File: src/rtl/multi_port_fifo_pkg.sv
// Shared helpers for the multi-port FIFO. The block stays parameter-generic,
// so this package only carries width arithmetic used by every file.
package multi_port_fifo_pkg;

    // Width of a field that must hold any value 0..ports inclusive.
    function automatic int num_width(input int ports);
        return (ports < 1) ? 1 : $clog2(ports + 1);
    endfunction

endpackage

File: src/rtl/multi_port_fifo_if.sv
// Bundle of push/pop/status signals between the producer/consumer stages
// and the multi-port FIFO.
//
// Handshake: a request is the pair (num, accept). num > 0 means the requester
// wants to move num entries this cycle. accept is combinational from num and
// the FIFO's registered state, and is all-or-nothing: the transfer of all num
// entries happens at the rising edge when accept is high, otherwise nothing
// moves and the requester must hold num/data and retry. num must never depend
// on accept. num == 0 is always accepted and moves nothing.
interface multi_port_fifo_if #(
    parameter int kWidth     = 32,
    parameter int kAddrWidth = 4,
    parameter int kPorts     = 2
);
    import multi_port_fifo_pkg::*;

    localparam int kNumW = num_width(kPorts);

    logic                     flush;
    logic [kNumW-1:0]         write_num;
    logic [kPorts*kWidth-1:0] write_data;
    logic                     write_accept;
    logic [kNumW-1:0]         read_num;
    logic [kPorts*kWidth-1:0] read_data;
    logic [kPorts-1:0]        read_valid;
    logic                     read_accept;
    logic [kAddrWidth:0]      count;
    logic                     is_full;
    logic                     is_empty;
    logic                     almost_full;

    modport slave (
        input  flush, write_num, write_data, read_num,
        output write_accept, read_data, read_valid, read_accept,
               count, is_full, is_empty, almost_full
    );

    modport master (
        output flush, write_num, write_data, read_num,
        input  write_accept, read_data, read_valid, read_accept,
               count, is_full, is_empty, almost_full
    );

endinterface

File: src/rtl/multi_port_fifo_ring_mem.sv
// Ring storage for the multi-port FIFO: kPorts write ports at consecutive
// addresses from a base, and kPorts combinational read ports at consecutive
// addresses from another base. Addresses wrap modulo the depth.
module multi_port_fifo_ring_mem #(
    parameter int kWidth     = 32,
    parameter int kAddrWidth = 4,
    parameter int kPorts     = 2
) (
    input  logic                     clk,
    input  logic [kPorts-1:0]        write_en,
    input  logic [kAddrWidth-1:0]    write_base,
    input  logic [kPorts*kWidth-1:0] write_data,
    input  logic [kAddrWidth-1:0]    read_base,
    output logic [kPorts*kWidth-1:0] read_data
);
    localparam int kSize = 2 ** kAddrWidth;

    // Contents are deliberately not reset; the pointers decide what is live.
    logic [kWidth-1:0] mem [kSize];

    // Commit each enabled slot; kPorts <= kSize keeps the addresses distinct.
    always_ff @(posedge clk) begin
        for (int i = 0; i < kPorts; i++) begin
            if (write_en[i]) begin
                mem[write_base + kAddrWidth'(i)] <= write_data[i*kWidth +: kWidth];
            end
        end
    end

    // Present the entries at read_base, read_base+1, ... combinationally.
    always_comb begin
        read_data = '0;
        for (int i = 0; i < kPorts; i++) begin
            read_data[i*kWidth +: kWidth] = mem[read_base + kAddrWidth'(i)];
        end
    end

endmodule

File: src/rtl/multi_port_fifo.sv
// First-word-fall-through FIFO that pushes and pops up to kPorts entries per
// cycle. Holds the pointers, acceptance logic, status flags and the masking
// of unused head slots; storage lives in the ring memory sub-module.
module multi_port_fifo
    import multi_port_fifo_pkg::*;
#(
    parameter int kWidth            = 32,
    parameter int kAddrWidth        = 4,
    parameter int kPorts            = 2,
    parameter int kAlmostFullThresh = 2 ** kAddrWidth - 2
) (
    input  logic             clk,
    input  logic             rst,
    multi_port_fifo_if.slave bus
);
    localparam int kNumW = num_width(kPorts);
    localparam int kPtrW = kAddrWidth + 1;
    localparam logic [kPtrW-1:0] kSizeV   = kPtrW'(2 ** kAddrWidth);
    localparam logic [kPtrW-1:0] kThreshV = kPtrW'(kAlmostFullThresh);

    // Pointers carry one extra bit so full and empty are distinguishable.
    logic [kPtrW-1:0]         write_ptr;
    logic [kPtrW-1:0]         read_ptr;
    logic [kPtrW-1:0]         count;
    logic [kPtrW-1:0]         free;
    logic [kPtrW-1:0]         write_num_ext;
    logic [kPtrW-1:0]         read_num_ext;
    logic                     write_accept;
    logic                     read_accept;
    logic [kPorts-1:0]        write_en;
    logic [kPorts*kWidth-1:0] mem_data;

    // Acceptance looks only at pre-edge occupancy: a same-cycle pop never
    // makes room for a push.
    always_comb begin
        count         = write_ptr - read_ptr;
        free          = kSizeV - count;
        write_num_ext = kPtrW'(bus.write_num);
        read_num_ext  = kPtrW'(bus.read_num);
        write_accept  = (write_num_ext <= free);
        read_accept   = (read_num_ext <= count);
    end

    // Enable the first write_num slots of an accepted, non-flushed push.
    always_comb begin
        write_en = '0;
        for (int i = 0; i < kPorts; i++) begin
            write_en[i] = write_accept && !bus.flush && (kNumW'(i) < bus.write_num);
        end
    end

    // Pointer update; flush wins over both push and pop.
    always_ff @(posedge clk or negedge rst) begin
        if (!rst) begin
            write_ptr <= '0;
            read_ptr  <= '0;
        end else if (bus.flush) begin
            write_ptr <= '0;
            read_ptr  <= '0;
        end else begin
            if (write_accept) write_ptr <= write_ptr + write_num_ext;
            if (read_accept)  read_ptr  <= read_ptr + read_num_ext;
        end
    end

    multi_port_fifo_ring_mem #(
        .kWidth     (kWidth),
        .kAddrWidth (kAddrWidth),
        .kPorts     (kPorts)
    ) u_mem (
        .clk        (clk),
        .write_en   (write_en),
        .write_base (write_ptr[kAddrWidth-1:0]),
        .write_data (bus.write_data),
        .read_base  (read_ptr[kAddrWidth-1:0]),
        .read_data  (mem_data)
    );

    // Head slots beyond the occupancy read as zero and are flagged invalid.
    always_comb begin
        bus.read_valid = '0;
        bus.read_data  = '0;
        for (int i = 0; i < kPorts; i++) begin
            bus.read_valid[i] = (kPtrW'(i) < count);
            if (bus.read_valid[i]) begin
                bus.read_data[i*kWidth +: kWidth] = mem_data[i*kWidth +: kWidth];
            end
        end
    end

    assign bus.write_accept = write_accept;
    assign bus.read_accept  = read_accept;
    assign bus.count        = count;
    assign bus.is_full      = (count == kSizeV);
    assign bus.is_empty     = (count == '0);
    assign bus.almost_full  = (count >= kThreshV);

endmodule

File: src/flat_wrapper.sv
// flat-port wrapper written by rule: the top's interface ports become plain ports
module multi_port_fifo_flat import multi_port_fifo_pkg::*;
#(
    parameter int kWidth            = 32,
    parameter int kAddrWidth        = 4,
    parameter int kPorts            = 2,
    parameter int kAlmostFullThresh = 2 ** kAddrWidth - 2
)
  (clk, rst, bus_flush, bus_write_num, bus_write_data, bus_read_num, bus_write_accept, bus_read_data, bus_read_valid, bus_read_accept, bus_count, bus_is_full, bus_is_empty, bus_almost_full);
  multi_port_fifo_if #(.kWidth(kWidth), .kAddrWidth(kAddrWidth), .kPorts(kPorts)) bus_i ();
  input  logic clk;
  input  logic rst;
  input wire logic [$bits(bus_i.flush)-1:0] bus_flush;
  input wire logic [$bits(bus_i.write_num)-1:0] bus_write_num;
  input wire logic [$bits(bus_i.write_data)-1:0] bus_write_data;
  input wire logic [$bits(bus_i.read_num)-1:0] bus_read_num;
  output wire logic [$bits(bus_i.write_accept)-1:0] bus_write_accept;
  output wire logic [$bits(bus_i.read_data)-1:0] bus_read_data;
  output wire logic [$bits(bus_i.read_valid)-1:0] bus_read_valid;
  output wire logic [$bits(bus_i.read_accept)-1:0] bus_read_accept;
  output wire logic [$bits(bus_i.count)-1:0] bus_count;
  output wire logic [$bits(bus_i.is_full)-1:0] bus_is_full;
  output wire logic [$bits(bus_i.is_empty)-1:0] bus_is_empty;
  output wire logic [$bits(bus_i.almost_full)-1:0] bus_almost_full;
  assign bus_i.flush = bus_flush;
  assign bus_i.write_num = bus_write_num;
  assign bus_i.write_data = bus_write_data;
  assign bus_i.read_num = bus_read_num;
  assign bus_write_accept = bus_i.write_accept;
  assign bus_read_data = bus_i.read_data;
  assign bus_read_valid = bus_i.read_valid;
  assign bus_read_accept = bus_i.read_accept;
  assign bus_count = bus_i.count;
  assign bus_is_full = bus_i.is_full;
  assign bus_is_empty = bus_i.is_empty;
  assign bus_almost_full = bus_i.almost_full;
  multi_port_fifo #(.kWidth(kWidth), .kAddrWidth(kAddrWidth), .kPorts(kPorts), .kAlmostFullThresh(kAlmostFullThresh)) u_core (.clk(clk), .rst(rst), .bus(bus_i));
endmodule
File: config.mk
export PLATFORM = sky130hd
export DESIGN_NAME = multi_port_fifo_flat
export DESIGN_NICKNAME = d
export VERILOG_FILES = /design/src/rtl/multi_port_fifo_pkg.sv /design/src/rtl/multi_port_fifo_if.sv /design/src/rtl/multi_port_fifo_ring_mem.sv /design/src/rtl/multi_port_fifo.sv /design/src/flat_wrapper.sv
export SDC_FILE = /design/constraint.sdc
export NUM_CORES = 1
export LEC_CHECK = 0
export CORE_UTILIZATION = 55
export CTS_BUF_LIST = sky130_fd_sc_hd__clkbuf_4 sky130_fd_sc_hd__clkbuf_8
export CTS_CLUSTER_SIZE = 12
export DETAILED_ROUTE_END_ITERATION = 12
export PLACE_DENSITY = 0.74
export REMOVE_ABC_BUFFERS = 1
export SETUP_SLACK_MARGIN = 0.1
export SLEW_MARGIN = 20
export SYNTH_ARGS = -nofsm -noshare
export SYNTH_HDL_FRONTEND = slang
export SYNTH_HIERARCHICAL = 1
export SYNTH_SLANG_ARGS = --single-unit
File: constraint.sdc
create_clock -name clk -period 10 [get_ports clk]
set_input_delay 3 -clock clk [delete_from_list [all_inputs] [get_ports clk]]
set_output_delay 3 -clock clk [all_outputs]
set_load 0.01 [all_outputs]
Fig. 1: M3 wires
Drawn at 1 px/um.
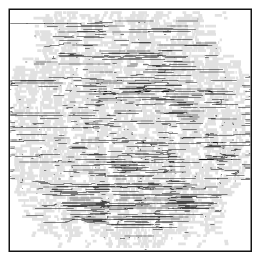
wire length on this layer	10600 um
nets with wire on the layer	254
main direction	horizontal
longest straight run	114 um

Fig. 2: routing congestion map
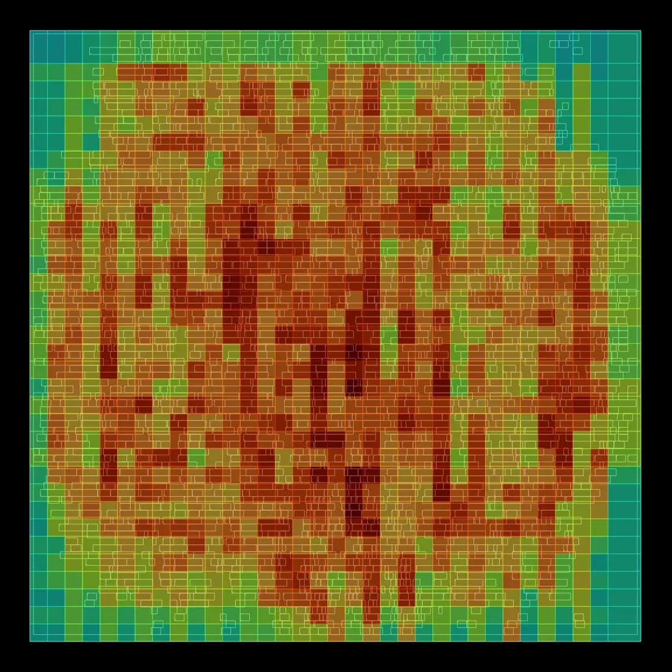
met2 Resource Use GR: 0.5495
M3 GR Usage: 0.06874
global-route layer with the greatest usage: met2
M1 GR Usage: 0.4312
post-layout util: 0.6244

Fig. 3: register map, names as in the netlist
Drawn at 1 px/um. Other sequential cells in the stronger gray, the rest of the logic in the fainter gray.
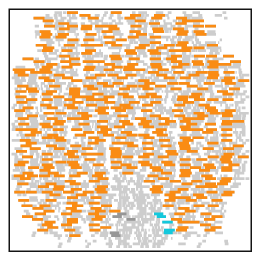
name in the netlist	color	flops
u_core/read_ptr	cyan	5
u_core/u_mem/mem	orange	512

Fig. 4: clock distribution
Drawn at 1.5 px/um.
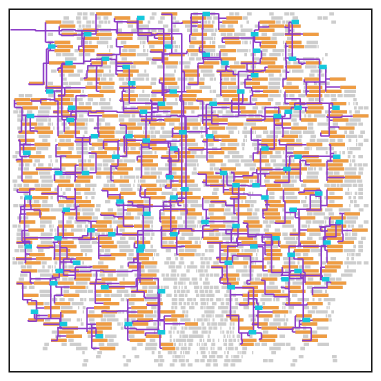
[flip-flops] orange | count: 522
[clock drivers] cyan | count: 89
[clock wires] purple | length: 7040 um
routed clock nets	90
flops lie	widely spread

==> Implementation_results.wiki <==
== Flow metrics ==
{| class="wikitable"
! Metric !! Value
|-
| Post-synthesis sequential element count || around 520
|-
| Launch point of the critical path || u_core/read_ptr[1]
|-
| Cell taking the most area after synthesis || sky130_fd_sc_hd__edfxtp_1
|-
| Synth async-reset ratio || 0.01916
|-
| DRT antenna net count || 0
|-
| Pin count of the biggest net entering global routing || 95
|-
| R2r startpoint || u_core/read_ptr[1]
|-
| Fin cells || 2918
|-
| PortBufs || between 100 and 150
|-
| Final Instance Area || 35140 um2
|-
| Inserted Clock Buffers || 89
|-
| Required @ worst endpoint || about 7 ns
|-
| Final total power || 0.009766 W
|-
| Register Area || roughly 16000 um2
|-
| Synthesized area || roughly 31000 um2
|-
| Crit Path Class || reg2out
|-
| Routed via count divided by cell count || approximately 7
|-
| Fin. Hold Viols || 0
|-
| Number of combinational gates with multiple inputs || 1260
|-
| Met2 routed wirelength || about 47000 um
|-
| Unrepaired setup endpoints after global routing || no
|-
| Cell depth of the worst setup path || 10
|-
| Drt initial violations || about 2600
|-
| Fraction of the mapped netlist area in simple logic gates || 0.04898
|-
| Total Nets Final || 2183
|-
| Start point of the worst min-delay path || u_core/write_ptr[4]
|-
| Clock tree from TritonCTS || done
|-
| Multiplexer share of the synthesized area || 0.3728
|-
| Number of global-route vias before repair || 20831
|-
| Combinational gate area || ~15000 um2
|-
| Power spent charging and discharging nets || about 0.0037 W
|-
| Clk buf depth || 3
|-
| Number of remaining DRC errors || 0
|-
| Combinational family with the most area after synthesis || multiplexers
|-
| Slowest library cell on the worst path || sky130_fd_sc_hd__dfrtp_4
|-
| Met3 Routed Length || roughly 11000 um
|-
| Switching Fraction || 0.3755
|-
| Buffers and inverters on the worst path || 4
|-
| Clk ins delay skew pair || 0.69 ns
|-
| Overall die height || approximately 240 um
|-
| Fillcell total || around 4200
|-
| Group drawing the most power || combinational cells
|-
| Cell Area, Placed || 33450 um2
|-
| Final setup fails || 0
|-
| XOR-XNOR Cells, Area Fraction || 0.0008390
|-
| R2R cell count || 16
|-
| Skew final || between 0.03 and 0.04 ns
|-
| Synth Warn # || 6
|-
| Static leakage power || ~11 nW
|-
| Critical path launch point type || register
|-
| Worst hold path type || reg2reg
|-
| Setup ws final || around 1.6 ns
|-
| Max-slew violation total from the final report || 0
|-
| Maximum vdd drop || ~0.25 mV
|-
| Mean post-synth cell area || roughly 16 um2
|-
| Share of total power in combinational logic || 0.517
|-
| Non-Clock Inverter Count || 18
|-
| Critical path, cell by cell || inv_1, fa_1, a21o_1, a21oi_1, xor2_1, inv_2, nor3_4, buf_4, nor2b_1, clkdlybuf4s50_1
|-
| Commonest Layout Cell || sky130_fd_sc_hd__edfxtp_1
|-
| Highest clock frequency the design can meet || roughly 0.12 GHz
|-
| Log Warnings || 26
|-
| Final cycle utilization of the critical path || 0.8407
|-
| Actual slew at the worst max-slew pin || between 1 and 1.5 ns
|-
| Sequential portion of the cell area || 0.4448
|-
| Total half-perimeter wirelength after legalization and detailed placement || around 52000 um
|-
| Wire length of the first global-routing pass || between 100000 and 150000 um
|-
| Clk network pwr share || 0.189
|-
| Clock tree root driver cell || sky130_fd_sc_hd__clkbuf_8
|-
| Post-placement worst setup slack || between 1.5 and 2 ns
|-
| Final-layout clock-cell area share || 0.04703
|-
| Total iterations of the first detailed-routing run || 6
|-
| Hold slack || 0.5988 ns
|-
| Clock-pin slew of the registers on the worst-case setup and hold paths || approximately 0.060 ns
|-
| Clock Power || about 0.0018 W
|-
| DR vias || roughly 20000
|-
| Top Ports || between 100 and 150
|-
| Maximum capacitance violations || 0
|-
| Type of element capturing the critical path || primary output
|-
| Fraction of final layout cells sized beyond drive strength 1 || 0.4298
|-
| Status || complete, no violations
|-
| Antenna fix cells || 3
|-
| All-layer global routing usage || 0.3359
|-
| WP data arrival || about 5.4 ns
|-
| Maximum fanout along the worst path || 42
|-
| Largest registers || u_core/u_mem/mem x512, u_core/read_ptr x5, u_core/write_ptr x5
|-
| Max stage delay on crit path || between 1 and 1.5 ns
|-
| Cell resize tally after clock tree synthesis || 0
|-
| Wire length per cell || around 33 um
|-
| Logic power comb || between 0.005 and 0.006 W
|-
| Post-detailed-routing wire length || between 90000 and 100000 um
|-
| Worst min-delay path endpoint || u_core/write_ptr[4]
|-
| Layout clock buffers || 124
|-
| Placed instance count || 2757
|-
| Site row count || 87
|-
| Destination of the critical timing path || bus_read_data[35]
|-
| Yosys cell count || slightly above 2000
|-
| R2r setup slk || around 3.3 ns
|-
| Cell group occupying the most layout area || sequential cells
|-
| Sequential group power || 0.00287 W
|-
| Cell-internal power || just over 0.006 W
|-
| Number of sequential cells || about 520
|-
| Power density over the cells || approximately 280 nW/um2
|-
| Most popular library cell in the synthesized design by count || sky130_fd_sc_hd__edfxtp_1
|-
| Compound-cell area share of the yosys netlist || 0.03504
|}
Power is estimated from default activity; no workload was simulated.
